### config.mk
export PLATFORM = sky130hd
export DESIGN_NAME = e203_subsys_dma_icb
export DESIGN_NICKNAME = d
export VERILOG_FILES = /design/src/rtl/e203_subsys_dma_icb.sv
export SDC_FILE = /design/constraint.sdc
export NUM_CORES = 1
export LEC_CHECK = 0
export CELL_PAD_IN_SITES_DETAIL_PLACEMENT = 1
export CELL_PAD_IN_SITES_GLOBAL_PLACEMENT = 1
export CORE_MARGIN = 3
export CORE_UTILIZATION = 46
export DETAILED_ROUTE_END_ITERATION = 16
export PLACE_DENSITY_LB_ADDON = 0.1
export RECOVER_POWER = 25
export SYNTH_ARGS = -nofsm -noshare
export SYNTH_HDL_FRONTEND = slang
export SYNTH_SLANG_ARGS = --single-unit
### constraint.sdc
create_clock -name clk -period 7.4 [get_ports clk]
set_input_delay 1.48 -clock clk [delete_from_list [all_inputs] [get_ports clk]]
set_output_delay 1.48 -clock clk [all_outputs]
set_load 0.005 [all_outputs]
### src/rtl/e203_subsys_dma_icb.sv
// Single-channel word DMA with an ICB configuration slave and an ICB master port.
// Optional feature: define E203_DMA_ERR_ABORT_EN to abort a transfer on a master response error.
module e203_subsys_dma_icb #(
    parameter int LEN_W = 16,
    parameter int AW    = 32
) (
    input  logic             clk,
    input  logic             rst_n,
    input  logic             s_icb_cmd_valid,
    output logic             s_icb_cmd_ready,
    input  logic [4:0]       s_icb_cmd_addr,
    input  logic             s_icb_cmd_read,
    input  logic [31:0]      s_icb_cmd_wdata,
    input  logic [3:0]       s_icb_cmd_wmask,
    output logic             s_icb_rsp_valid,
    input  logic             s_icb_rsp_ready,
    output logic             s_icb_rsp_err,
    output logic [31:0]      s_icb_rsp_rdata,
    output logic             m_icb_cmd_valid,
    input  logic             m_icb_cmd_ready,
    output logic [AW-1:0]    m_icb_cmd_addr,
    output logic             m_icb_cmd_read,
    output logic [31:0]      m_icb_cmd_wdata,
    output logic [3:0]       m_icb_cmd_wmask,
    input  logic             m_icb_rsp_valid,
    output logic             m_icb_rsp_ready,
    input  logic             m_icb_rsp_err,
    input  logic [31:0]      m_icb_rsp_rdata,
    output logic             dma_irq
);

    // state     | meaning
    // ST_IDLE   | no transfer, waiting for START
    // ST_RD_CMD | read command presented at cur_src
    // ST_RD_RSP | waiting for read data
    // ST_WR_CMD | write command presented at cur_dst with buffered word
    // ST_WR_RSP | waiting for write response, then advance pointers
    // ST_FIN    | set DONE and return to idle
    typedef enum logic [2:0] {
        ST_IDLE, ST_RD_CMD, ST_RD_RSP, ST_WR_CMD, ST_WR_RSP, ST_FIN
    } state_t;

    state_t             r_state;
    logic [AW-1:0]      r_src;
    logic [AW-1:0]      r_dst;
    logic [LEN_W-1:0]   r_len;
    logic               r_irq_en;
    logic               r_done;
    logic               r_err;
    logic [AW-1:0]      r_cur_src;
    logic [AW-1:0]      r_cur_dst;
    logic [LEN_W-1:0]   r_cnt;
    logic [31:0]        r_buf;
    logic               r_m_valid;
    logic               r_m_read;
    logic [AW-1:0]      r_m_addr;
    logic               r_s_rsp_valid;
    logic               r_s_rsp_err;
    logic [31:0]        r_s_rsp_rdata;

    logic               w_cmd_hs;
    logic               w_wr_en;
    logic [2:0]         w_sel;
    logic               w_busy;
    logic               w_start;
    logic [31:0]        w_rdata;
    logic               w_rerr;
    logic               w_rsp_abort;
    logic               w_unused;

`ifdef E203_DMA_ERR_ABORT_EN
    assign w_rsp_abort = m_icb_rsp_valid & m_icb_rsp_err;
    assign w_unused    = |s_icb_cmd_addr[1:0];
`else
    assign w_rsp_abort = 1'b0;
    assign w_unused    = |{s_icb_cmd_addr[1:0], m_icb_rsp_err};
`endif

    assign s_icb_cmd_ready = ~r_s_rsp_valid | s_icb_rsp_ready;
    assign w_cmd_hs        = s_icb_cmd_valid & s_icb_cmd_ready;
    assign w_wr_en         = w_cmd_hs & ~s_icb_cmd_read & (s_icb_cmd_wmask == 4'hF);
    assign w_sel           = s_icb_cmd_addr[4:2];
    assign w_busy          = (r_state != ST_IDLE);
    assign w_start         = w_wr_en & (w_sel == 3'd3) & s_icb_cmd_wdata[0] & ~w_busy;

    always_comb begin
        w_rdata = 32'h0;
        w_rerr  = 1'b0;
        case (w_sel)
            3'd0:    w_rdata = 32'(r_src);
            3'd1:    w_rdata = 32'(r_dst);
            3'd2:    w_rdata = 32'(r_len);
            3'd3:    w_rdata = {30'b0, r_irq_en, 1'b0};
            3'd4:    w_rdata = {29'b0, r_err, r_done, w_busy};
            default: w_rerr  = 1'b1;
        endcase
    end

    // FSM updates sit after the register-write decode so a DONE/ERR set wins over a same-cycle w1c
    always_ff @(posedge clk or negedge rst_n) begin
        if (!rst_n) begin
            r_state       <= ST_IDLE;
            r_src         <= '0;
            r_dst         <= '0;
            r_len         <= '0;
            r_irq_en      <= 1'b0;
            r_done        <= 1'b0;
            r_err         <= 1'b0;
            r_cur_src     <= '0;
            r_cur_dst     <= '0;
            r_cnt         <= '0;
            r_buf         <= 32'h0;
            r_m_valid     <= 1'b0;
            r_m_read      <= 1'b0;
            r_m_addr      <= '0;
            r_s_rsp_valid <= 1'b0;
            r_s_rsp_err   <= 1'b0;
            r_s_rsp_rdata <= 32'h0;
        end else begin
            if (w_cmd_hs) begin
                r_s_rsp_valid <= 1'b1;
                r_s_rsp_rdata <= s_icb_cmd_read ? w_rdata : 32'h0;
                r_s_rsp_err   <= w_rerr;
            end else if (s_icb_rsp_ready) begin
                r_s_rsp_valid <= 1'b0;
            end

            if (w_wr_en) begin
                case (w_sel)
                    3'd0: if (!w_busy) r_src <= AW'(s_icb_cmd_wdata);
                    3'd1: if (!w_busy) r_dst <= AW'(s_icb_cmd_wdata);
                    3'd2: if (!w_busy) r_len <= s_icb_cmd_wdata[LEN_W-1:0];
                    3'd3: begin
                        r_irq_en <= s_icb_cmd_wdata[1];
                        if (w_start) begin
                            r_err  <= 1'b0;
                            r_done <= (r_len == '0);
                        end
                    end
                    3'd4: begin
                        if (s_icb_cmd_wdata[1]) r_done <= 1'b0;
                        if (s_icb_cmd_wdata[2]) r_err  <= 1'b0;
                    end
                    default: ;
                endcase
            end

            case (r_state)
                ST_IDLE: begin
                    if (w_start && (r_len != '0)) begin
                        r_cur_src <= r_src;
                        r_cur_dst <= r_dst;
                        r_cnt     <= r_len;
                        r_m_valid <= 1'b1;
                        r_m_read  <= 1'b1;
                        r_m_addr  <= r_src;
                        r_state   <= ST_RD_CMD;
                    end
                end
                ST_RD_CMD: begin
                    if (m_icb_cmd_ready) begin
                        r_m_valid <= 1'b0;
                        r_state   <= ST_RD_RSP;
                    end
                end
                ST_RD_RSP: begin
                    if (m_icb_rsp_valid) begin
                        if (w_rsp_abort) begin
                            r_err   <= 1'b1;
                            r_done  <= 1'b1;
                            r_state <= ST_IDLE;
                        end else begin
                            r_buf     <= m_icb_rsp_rdata;
                            r_m_valid <= 1'b1;
                            r_m_read  <= 1'b0;
                            r_m_addr  <= r_cur_dst;
                            r_state   <= ST_WR_CMD;
                        end
                    end
                end
                ST_WR_CMD: begin
                    if (m_icb_cmd_ready) begin
                        r_m_valid <= 1'b0;
                        r_state   <= ST_WR_RSP;
                    end
                end
                ST_WR_RSP: begin
                    if (m_icb_rsp_valid) begin
                        if (w_rsp_abort) begin
                            r_err   <= 1'b1;
                            r_done  <= 1'b1;
                            r_state <= ST_IDLE;
                        end else begin
                            r_cur_src <= r_cur_src + AW'(4);
                            r_cur_dst <= r_cur_dst + AW'(4);
                            r_cnt     <= r_cnt - LEN_W'(1);
                            if (r_cnt == LEN_W'(1)) begin
                                r_state <= ST_FIN;
                            end else begin
                                r_m_valid <= 1'b1;
                                r_m_read  <= 1'b1;
                                r_m_addr  <= r_cur_src + AW'(4);
                                r_state   <= ST_RD_CMD;
                            end
                        end
                    end
                end
                ST_FIN: begin
                    r_done  <= 1'b1;
                    r_state <= ST_IDLE;
                end
                default: r_state <= ST_IDLE;
            endcase
        end
    end

    assign s_icb_rsp_valid = r_s_rsp_valid;
    assign s_icb_rsp_err   = r_s_rsp_err;
    assign s_icb_rsp_rdata = r_s_rsp_rdata;
    assign m_icb_cmd_valid = r_m_valid;
    assign m_icb_cmd_addr  = r_m_addr;
    assign m_icb_cmd_read  = r_m_read;
    assign m_icb_cmd_wdata = r_buf;
    assign m_icb_cmd_wmask = 4'hF;
    assign m_icb_rsp_ready = 1'b1;
    assign dma_irq         = r_done & r_irq_en;

endmodule
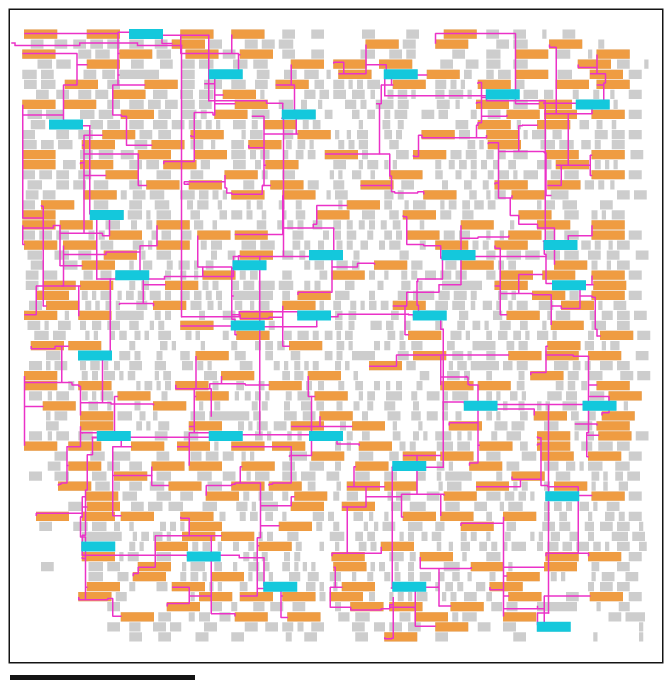
**Above:** routed clock nets over the placement.
Bar = 50 um.
flip-flops: drawn in orange, count 265. clock drivers: drawn in cyan, count 30. clock wires: drawn in magenta, length 3,650 um.
Position of the flops: spread over the die.
Late-Pin Clk Latency: 560 ps
Clk network pwr share: 0.284
reported clock group power: 1.65 mW
setup clock skew after layout: 19.7 ps

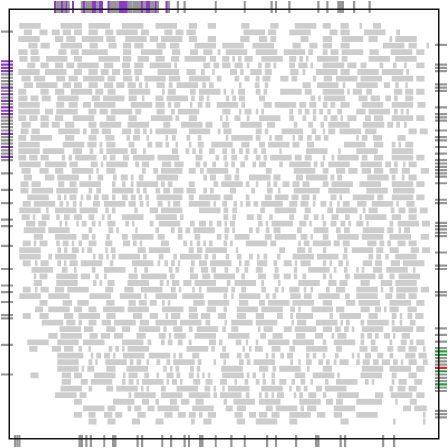
**Above:** ports around the boundary.
Pins as bars across the die edge, other pins in gray.
s_icb_rsp_valid: drawn in red, pins 1, direction output, edge right. m_icb_cmd_wdata: drawn in purple, pins 32, direction output, edge 19 top, 13 left. s_icb_cmd_wmask: drawn in green, pins 4, direction input, edge right.
DIE HEIGHT: 177 um
width of the die: 177 um
number of buffers inserted by port buffering: 179

-- worst max-delay path: stages --
cell	delay, ps
clkdlybuf4s50_1	560
buf_4	310
o21ai_0	250
nand4_1	820
nor2_1	1160
a22o_1	250
-- per-layer routing --
layer | GRT usage | part of all wire | routed length (um) | up-vias
met3 | 0.0419 | 0.054 | 2320 | 67
li1 | - | - | - | 5119
met2 | 0.453 | 0.49 | 21000 | 356
met5 | 0 | 0 | 0 | -
met4 | 0.0691 | 0.023 | 971 | 0
met1 | 0.374 | 0.44 | 18800 | 5931
-- layout make-up --
class                   count  share of cell area
repair buffers            199               0.118
flip-flops and latches    265               0.401
multi-input cells         913               0.379
inverters                  26             0.00590
well taps                 378              0.0286
clock buffers              42              0.0536
clock inverters            11              0.0132
-- sequential cells by signal, indices dropped and copies added, names as in the netlist, 3 cells and up --
register	flops
m_icb_cmd_addr	32
m_icb_cmd_wdata	32
r_cnt	16
r_cur_dst	32
r_cur_src	32
r_dst	32
r_len	16
r_src	32
r_state	3
s_icb_rsp_rdata	32
-- cells by family after synthesis --
family,Yosys count,synth area share
AND/OR/NAND/NOR,336,0.125
XOR/XNOR,16,0.0105
AND-OR/OR-AND,394,0.195
multiplexers,158,0.130
adder cells (fa/ha/maj),4,0.00374
buffers and inverters,129,0.0394
flip-flops,265,0.496
other,1,0.000280
-- power breakdown --
| group | internal (mW) | leakage [nW] | switching [mW] |
|---|---|---|---|
| clock | 1.04 | 0.542 | 0.615 |
| sequential | 1.81 | 3.47 | 0.435 |
| combinational | 0.905 | 2.92 | 1.02 |
==> Table 3: Implementation characteristics <==
Characteristics after synthesis and place and route

Parameter                              Value

Place
  Half-perimeter wire length of the detailed placement result    28.2 mm
  Placed instance area    15,400 um2
  Placed cell count    1,781

Clock tree
  Number of gates resized after cts    0
  Number of buffers inserted by post-CTS setup repair    0

Critical path
  Startpoint of the lowest-slack register-to-register path    r_state[1]
  Worst setup SP type    input port
  Cells on worst reg2reg path    7
  Setup crit end kind    register

Synth
  Top cell type's share of synthesized area    0.496
  Most area-consuming cells after synthesis    dfrtp_1, mux2_2, o21ai_0
  Register bit count reported by yosys    265
  Share of the yosys chip area belonging to registers    0.496
  Top cells by count, synth    dfrtp_1, mux2_2, nand2_1
  Cells after Synth    1,303
  Total of warnings raised by yosys    0
  Distinct lib cells    72
  Most common cell in the synthesized netlist    dfrtp_1

Final layout
  Count of filler cells inserted in the layout    3,023
  Dominant logic cell type in the layout    dfrtp_1
  Cell area after layout    16,500 um2
  Combined flip-flop and latch cell area    6630 um2
  Fraction of final layout cells with drive strength greater than 1    0.152
  Core occupancy in the finished layout    0.586
  Diodes inserted    0

Routing
  Routed vias    11,473
  Count of nets left with antenna violations after detail routing    0
  WL per Instance    23.5 um
  Post-Route WL    43.1 mm
  Initial DRC Count    817

Floorplanning
  Top-level port count    188
  Area of the core region    28,200 um2

Hold path
  Worst Hold Endpoint    s_icb_rsp_rdata[31]

Power
  Highest ir drop seen on vdd    202 uV
  Static Leak    6.93 nW

Timing
  Worst-case headroom to the max-slew limit    0.256
  Actual transition at the worst max-transition pin    1110 ps
  Hold WS    481 ps
  Upper clock frequency limit    230 MHz

Global route
  Wire length of the first global-routing pass    67.9 mm
  GR Overflow Total    0
  Antenna violations before repair    0
  Vias in the first global route    12,091

Outcome
  Status    finished, final reports clean
Power is estimated from default activity; no workload was simulated.
